$ cat src/rtl/demux1to5_buf_pkg.sv
// rtl/demux1to5_buf_pkg.sv - shared constants and helpers for the 1-to-5 distributor
package demux_pkg;

    localparam int NUM_SLOTS = 5;
    localparam int SEL_W     = 3;

    localparam int SLOT_A = 0;
    localparam int SLOT_B = 1;
    localparam int SLOT_C = 2;
    localparam int SLOT_D = 3;
    localparam int SLOT_E = 4;

    // Codes 0..4 address a slot; 5..7 are error codes.
    function automatic logic sel_is_valid(input logic [SEL_W-1:0] sel);
        return (sel <= SEL_W'(SLOT_E));
    endfunction

    function automatic logic [SEL_W-1:0] count_ones(input logic [NUM_SLOTS-1:0] v);
        logic [SEL_W-1:0] c;
        c = '0;
        for (int i = 0; i < NUM_SLOTS; i++) begin
            c = c + {{(SEL_W-1){1'b0}}, v[i]};
        end
        return c;
    endfunction

endpackage

$ cat src/rtl/demux1to5_buf_if.sv
// rtl/demux1to5_buf_if.sv - producer/consumer bus of the 1-to-5 distributor
// Signals: in_valid/in_ready/in_sel/in_data (producer handshake),
//          out_valid/out_data0..4/out_ack (five consumer slots),
//          occupancy, sel_err/err_clr, err_count (only with DEMUX_ERRCNT_EN).
// master: the environment (producer + consumers); slave: the distributor.
interface demux1to5_buf_if #(
    parameter int DATA_W = 32
);
    import demux_pkg::*;

    logic                 in_valid;
    logic                 in_ready;
    logic [SEL_W-1:0]     in_sel;
    logic [DATA_W-1:0]    in_data;
    logic [NUM_SLOTS-1:0] out_valid;
    logic [DATA_W-1:0]    out_data0;
    logic [DATA_W-1:0]    out_data1;
    logic [DATA_W-1:0]    out_data2;
    logic [DATA_W-1:0]    out_data3;
    logic [DATA_W-1:0]    out_data4;
    logic [NUM_SLOTS-1:0] out_ack;
    logic [SEL_W-1:0]     occupancy;
    logic                 sel_err;
    logic                 err_clr;
`ifdef DEMUX_ERRCNT_EN
    logic [7:0]           err_count;
`endif

    modport master (
        output in_valid, in_sel, in_data, out_ack, err_clr,
        input  in_ready, out_valid, out_data0, out_data1, out_data2,
               out_data3, out_data4, occupancy, sel_err
`ifdef DEMUX_ERRCNT_EN
        , input err_count
`endif
    );

    modport slave (
        input  in_valid, in_sel, in_data, out_ack, err_clr,
        output in_ready, out_valid, out_data0, out_data1, out_data2,
               out_data3, out_data4, occupancy, sel_err
`ifdef DEMUX_ERRCNT_EN
        , output err_count
`endif
    );

endinterface

$ cat src/rtl/demux1to5_buf_slot.sv
// rtl/demux1to5_buf_slot.sv - single-entry output slot (load/ack/valid/data)
// Ports: clk, reset_n (async active-low), i_load, i_ack, i_data -> o_valid, o_data.
// A load wins over an ack in the same cycle: the old word is consumed and replaced.
module demux_slot #(
    parameter int DATA_W = 32
) (
    input  logic              clk,
    input  logic              reset_n,
    input  logic              i_load,
    input  logic              i_ack,
    input  logic [DATA_W-1:0] i_data,
    output logic              o_valid,
    output logic [DATA_W-1:0] o_data
);

    logic              r_valid;
    logic [DATA_W-1:0] r_data;

    always_ff @(posedge clk or negedge reset_n) begin
        if (!reset_n) begin
            r_valid <= 1'b0;
            r_data  <= '0;
        end else if (i_load) begin
            r_valid <= 1'b1;
            r_data  <= i_data;
        end else if (i_ack) begin
            // Data is deliberately left in place; consumers qualify with valid.
            r_valid <= 1'b0;
        end
    end

    assign o_valid = r_valid;
    assign o_data  = r_data;

endmodule

$ cat src/rtl/demux1to5_buf.sv
// rtl/demux1to5_buf.sv - registered 1-to-5 distributor with per-slot hold-until-ack
// Ports: clk, reset_n (async active-low), bus (demux1to5_buf_if.slave).
// Selector codes 5..7 are accepted, discarded, and latched into sticky sel_err.
// Optional macro DEMUX_ERRCNT_EN adds an 8-bit saturating error counter (err_count).
module demux1to5_buf
    import demux_pkg::*;
#(
    parameter int DATA_W = 32
) (
    input logic             clk,
    input logic             reset_n,
    demux1to5_buf_if.slave  bus
);

    logic [NUM_SLOTS-1:0] w_valid;
    logic [NUM_SLOTS-1:0] w_slot_free;
    logic [NUM_SLOTS-1:0] w_load;
    logic [NUM_SLOTS-1:0] w_valid_next;
    logic                 w_sel_valid;
    logic                 w_target_free;
    logic                 w_ready;
    logic                 w_xfer;
    logic                 w_bad_xfer;
    logic [DATA_W-1:0]    w_data [NUM_SLOTS];
    logic [SEL_W-1:0]     r_occupancy;
    logic                 r_sel_err;

    assign w_sel_valid = sel_is_valid(bus.in_sel);

    always_comb begin
        w_slot_free   = ~w_valid | bus.out_ack;
        w_target_free = 1'b0;
        w_load        = '0;
        for (int i = 0; i < NUM_SLOTS; i++) begin
            if (bus.in_sel == SEL_W'(i)) w_target_free = w_slot_free[i];
        end
        // Invalid codes are always taken so a bad producer cannot stall the bus.
        w_ready = reset_n && (!w_sel_valid || w_target_free);
        w_xfer  = bus.in_valid && w_ready;
        for (int i = 0; i < NUM_SLOTS; i++) begin
            w_load[i] = w_xfer && (bus.in_sel == SEL_W'(i));
        end
        w_valid_next = w_load | (w_valid & ~bus.out_ack);
    end

    assign w_bad_xfer = w_xfer && !w_sel_valid;

    for (genvar g = 0; g < NUM_SLOTS; g++) begin : g_slot
        demux_slot #(.DATA_W(DATA_W)) u_slot (
            .clk     (clk),
            .reset_n (reset_n),
            .i_load  (w_load[g]),
            .i_ack   (bus.out_ack[g]),
            .i_data  (bus.in_data),
            .o_valid (w_valid[g]),
            .o_data  (w_data[g])
        );
    end

    // Occupancy tracks the post-edge valid vector so it never lags out_valid.
    always_ff @(posedge clk or negedge reset_n) begin
        if (!reset_n) begin
            r_occupancy <= '0;
            r_sel_err   <= 1'b0;
        end else begin
            r_occupancy <= count_ones(w_valid_next);
            if (w_bad_xfer)       r_sel_err <= 1'b1;
            else if (bus.err_clr) r_sel_err <= 1'b0;
        end
    end

`ifdef DEMUX_ERRCNT_EN
    logic [7:0] r_err_count;

    always_ff @(posedge clk or negedge reset_n) begin
        if (!reset_n) begin
            r_err_count <= '0;
        end else if (bus.err_clr) begin
            r_err_count <= w_bad_xfer ? 8'd1 : 8'd0;
        end else if (w_bad_xfer && (r_err_count != 8'hFF)) begin
            r_err_count <= r_err_count + 8'd1;
        end
    end

    assign bus.err_count = r_err_count;
`endif

    assign bus.in_ready  = w_ready;
    assign bus.out_valid = w_valid;
    assign bus.out_data0 = w_data[SLOT_A];
    assign bus.out_data1 = w_data[SLOT_B];
    assign bus.out_data2 = w_data[SLOT_C];
    assign bus.out_data3 = w_data[SLOT_D];
    assign bus.out_data4 = w_data[SLOT_E];
    assign bus.occupancy = r_occupancy;
    assign bus.sel_err   = r_sel_err;

endmodule

$ cat src/flat_wrapper.sv
// flat-port wrapper written by rule: the top's interface ports become plain ports
module demux1to5_buf_flat import demux_pkg::*;
#(
    parameter int DATA_W = 32
)
  (clk, reset_n, bus_in_valid, bus_in_sel, bus_in_data, bus_out_ack, bus_err_clr, bus_in_ready, bus_out_valid, bus_out_data0, bus_out_data1, bus_out_data2, bus_out_data3, bus_out_data4, bus_occupancy, bus_sel_err);
  demux1to5_buf_if #(.DATA_W(DATA_W)) bus_i ();
  input logic clk;
  input logic reset_n;
  input wire logic [$bits(bus_i.in_valid)-1:0] bus_in_valid;
  input wire logic [$bits(bus_i.in_sel)-1:0] bus_in_sel;
  input wire logic [$bits(bus_i.in_data)-1:0] bus_in_data;
  input wire logic [$bits(bus_i.out_ack)-1:0] bus_out_ack;
  input wire logic [$bits(bus_i.err_clr)-1:0] bus_err_clr;
  output wire logic [$bits(bus_i.in_ready)-1:0] bus_in_ready;
  output wire logic [$bits(bus_i.out_valid)-1:0] bus_out_valid;
  output wire logic [$bits(bus_i.out_data0)-1:0] bus_out_data0;
  output wire logic [$bits(bus_i.out_data1)-1:0] bus_out_data1;
  output wire logic [$bits(bus_i.out_data2)-1:0] bus_out_data2;
  output wire logic [$bits(bus_i.out_data3)-1:0] bus_out_data3;
  output wire logic [$bits(bus_i.out_data4)-1:0] bus_out_data4;
  output wire logic [$bits(bus_i.occupancy)-1:0] bus_occupancy;
  output wire logic [$bits(bus_i.sel_err)-1:0] bus_sel_err;
  assign bus_i.in_valid = bus_in_valid;
  assign bus_i.in_sel = bus_in_sel;
  assign bus_i.in_data = bus_in_data;
  assign bus_i.out_ack = bus_out_ack;
  assign bus_i.err_clr = bus_err_clr;
  assign bus_in_ready = bus_i.in_ready;
  assign bus_out_valid = bus_i.out_valid;
  assign bus_out_data0 = bus_i.out_data0;
  assign bus_out_data1 = bus_i.out_data1;
  assign bus_out_data2 = bus_i.out_data2;
  assign bus_out_data3 = bus_i.out_data3;
  assign bus_out_data4 = bus_i.out_data4;
  assign bus_occupancy = bus_i.occupancy;
  assign bus_sel_err = bus_i.sel_err;
  demux1to5_buf #(.DATA_W(DATA_W)) u_core (.clk(clk), .reset_n(reset_n), .bus(bus_i));
endmodule
$ cat config.mk
export PLATFORM = sky130hd
export DESIGN_NAME = demux1to5_buf_flat
export DESIGN_NICKNAME = d
export VERILOG_FILES = /design/src/rtl/demux1to5_buf_pkg.sv /design/src/rtl/demux1to5_buf_if.sv /design/src/rtl/demux1to5_buf_slot.sv /design/src/rtl/demux1to5_buf.sv /design/src/flat_wrapper.sv
export SDC_FILE = /design/constraint.sdc
export NUM_CORES = 1
export LEC_CHECK = 0
export CAP_MARGIN = 0
export CORE_MARGIN = 1.5
export CORE_UTILIZATION = 35
export DETAILED_ROUTE_END_ITERATION = 8
export DONT_BUFFER_PORTS = 1
export MAX_ROUTING_LAYER = met4
export PLACE_DENSITY = 0.54
export SYNTH_ARGS = -nofsm -noshare
export SYNTH_HDL_FRONTEND = slang
export SYNTH_SLANG_ARGS = --single-unit
$ cat constraint.sdc
create_clock -name clk -period 4.77 [get_ports clk]
set_input_delay 1.431 -clock clk [delete_from_list [all_inputs] [get_ports clk]]
set_output_delay 1.431 -clock clk [all_outputs]
set_load 0.05 [all_outputs]
==> results.txt <==
Physical design

Across all stage logs, warnings added up to 28. The post-synthesis simple-gate area fraction stands at 2.54%. The post-route fraction of the period consumed by the critical path stands at between 70% and 80%. The most critical setup path has its endpoint at bus_in_ready.

Counting the fill cells in the layout gives between 1500 and 2000. For this run, the leading register cell type out of synthesis is sky130_fd_sc_hd__dfrtp_1. The via count of the first global-routing pass was 3599. Looking at the reg2reg group, the worst path ends at u_core.bus.occupancy[1]. The worst setup path is of the in -> out kind. STA classifies the critical path endpoint as an output port. The synthesized netlist devotes 0% of its cell area to XOR and XNOR gates.

The arrival time at the worst endpoint stands at 2.16 ns. For this run, the post-layout net count is between 400 and 500. The run finished with clean final reports. The number of clock buffer instances in the layout stands at 19. The average routed wire per standard cell stands at about 22 um. The CTS clock-pin slew for the worst setup and hold paths stands at 0.07 ns. The smallest setup slack after layout stands at around 1.2 ns. The shortest period the worst path allows stands at 3.59 ns. The worst max-slew margin expressed relative to the limit stands at 53.9%. Listed in order, past its start point the critical path passes nor2b_1 -> a31o_2 -> a31oi_1 -> buf_4. Summed over all layers, the routed wires come to 14700 um.

Hold-check failures listed in the final report amount to 0. The endpoint required time on the critical path stands at 3.34 ns. The portion of synthesized cell area occupied by the leading cell type stands at 62.3%. The main area contributors are sky130_fd_sc_hd__dfrtp_1 (62%), sky130_fd_sc_hd__mux2_2 (16%), sky130_fd_sc_hd__mux2_4 (13%). Registers take 4230 um^2.

Sequential elements use 62.3% of the synthesized area. The distinct cell type count after synthesis stands at 32. STA lists the maximum fanout along the critical path as 4. The fraction of layout cells with a size suffix above 1 stands at 48.5%.

Counting plain and timing-repair buffers in the layout gives 8. The cell type that accounts for the most area after synthesis is sky130_fd_sc_hd__dfrtp_1. The final clock skew stands at 0.00642 ns. Yosys mapped a number of flops with a built-in enable equal to 0. The tightest hold path in the finished design has a slack of 0.705 ns.

The post-place setup slack stands at 1.18 ns. Using the TritonRoute via totals, the vias-per-cell ratio works out to 4.89. Looking at the area split, the leading class of cells is sequential cells. The register with the most flip-flops in the layout has 160 of them.

The async set-reset flop share out of synthesis stands at 100%.
[through the flow]
| step | utilization (%) | area (um^2) | std cells |
|---|---|---|---|
| after floorplan | - | 6790 | 398 |
| after global placement | 36.9 | 6950 | 641 |
| after detailed placement | 36.9 | 6950 | 641 |
| after CTS | 40.0 | 7540 | 672 |
| after global routing | 40.0 | 7540 | 672 |
| final | 40.0 | 7540 | 672 |
[routing by layer]
layer | global-route usage, % | part of all wire [%] | up-vias
met4 | 4.23 | 0.84 | 0
met5 | - | 0 | -
met3 | 8.01 | 11 | 9
met2 | 24.4 | 49 | 136
li1 | - | - | 1399
met1 | 17.2 | 39 | 1740
[power by group]
group          switching, mW  total, mW  leakage [nW]  internal [mW]
sequential              1.42       3.15          2.09           1.73
clock                  0.585       1.38         0.278          0.792
combinational         0.0948      0.394          1.05          0.299
Fig. 1: floorplan with the power grid
Scale: 3 px per um. Pins as bars on the die edge. Tap cells in grey.
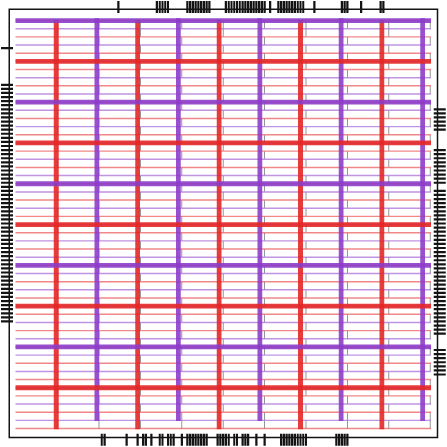
VSS -> red
VDD -> purple
tap cells = 260
met5 straps = 10
rows = 50
met1 rails = 51
signal pins = 214

Fig. 2: placement by cell class
Scale: 3 px per um. Fill, decap, tap and diode cells in grey.
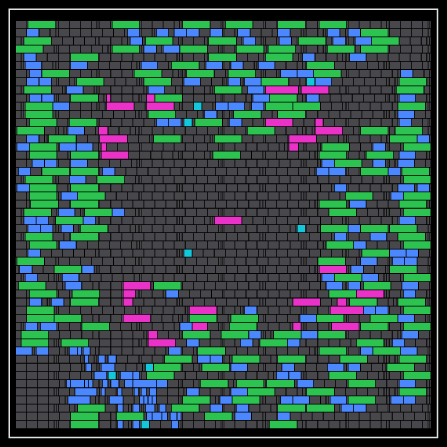
sequential cells -> green  # cells 169, share of their area 59%
clock drivers and dummy loads -> magenta  # cells 31, share of their area 8.1%
combinational and other logic -> blue  # cells 204, share of their area 32%
remaining buffers and delay cells -> cyan  # cells 8, share of their area 0.83%

Fig. 3: clock wires, drivers and flops
Scale: 3 px per um.
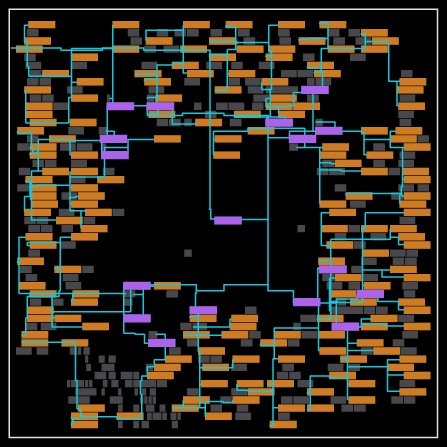
flip-flops -> orange  # count 169
clock wires -> cyan  # length 2160 um
clock drivers -> purple  # count 17
flops lie = widely spread
routed clock nets = 18

Fig. 4: signal wires by layer
Scale: 3 px per um.
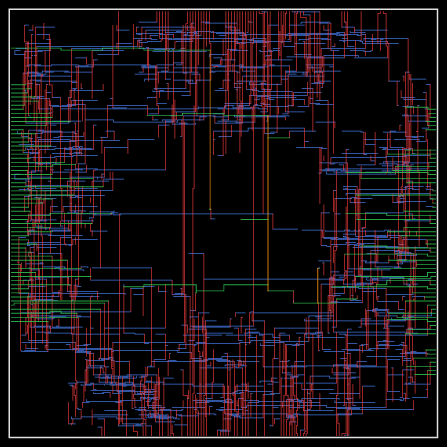
metal 3 -> green  # wire length 1590 um
metal 4 -> orange  # wire length 123 um
metal 1 -> blue  # wire length 5720 um
metal 2 -> red  # wire length 7280 um

Power and IR drop assume default switching activity.
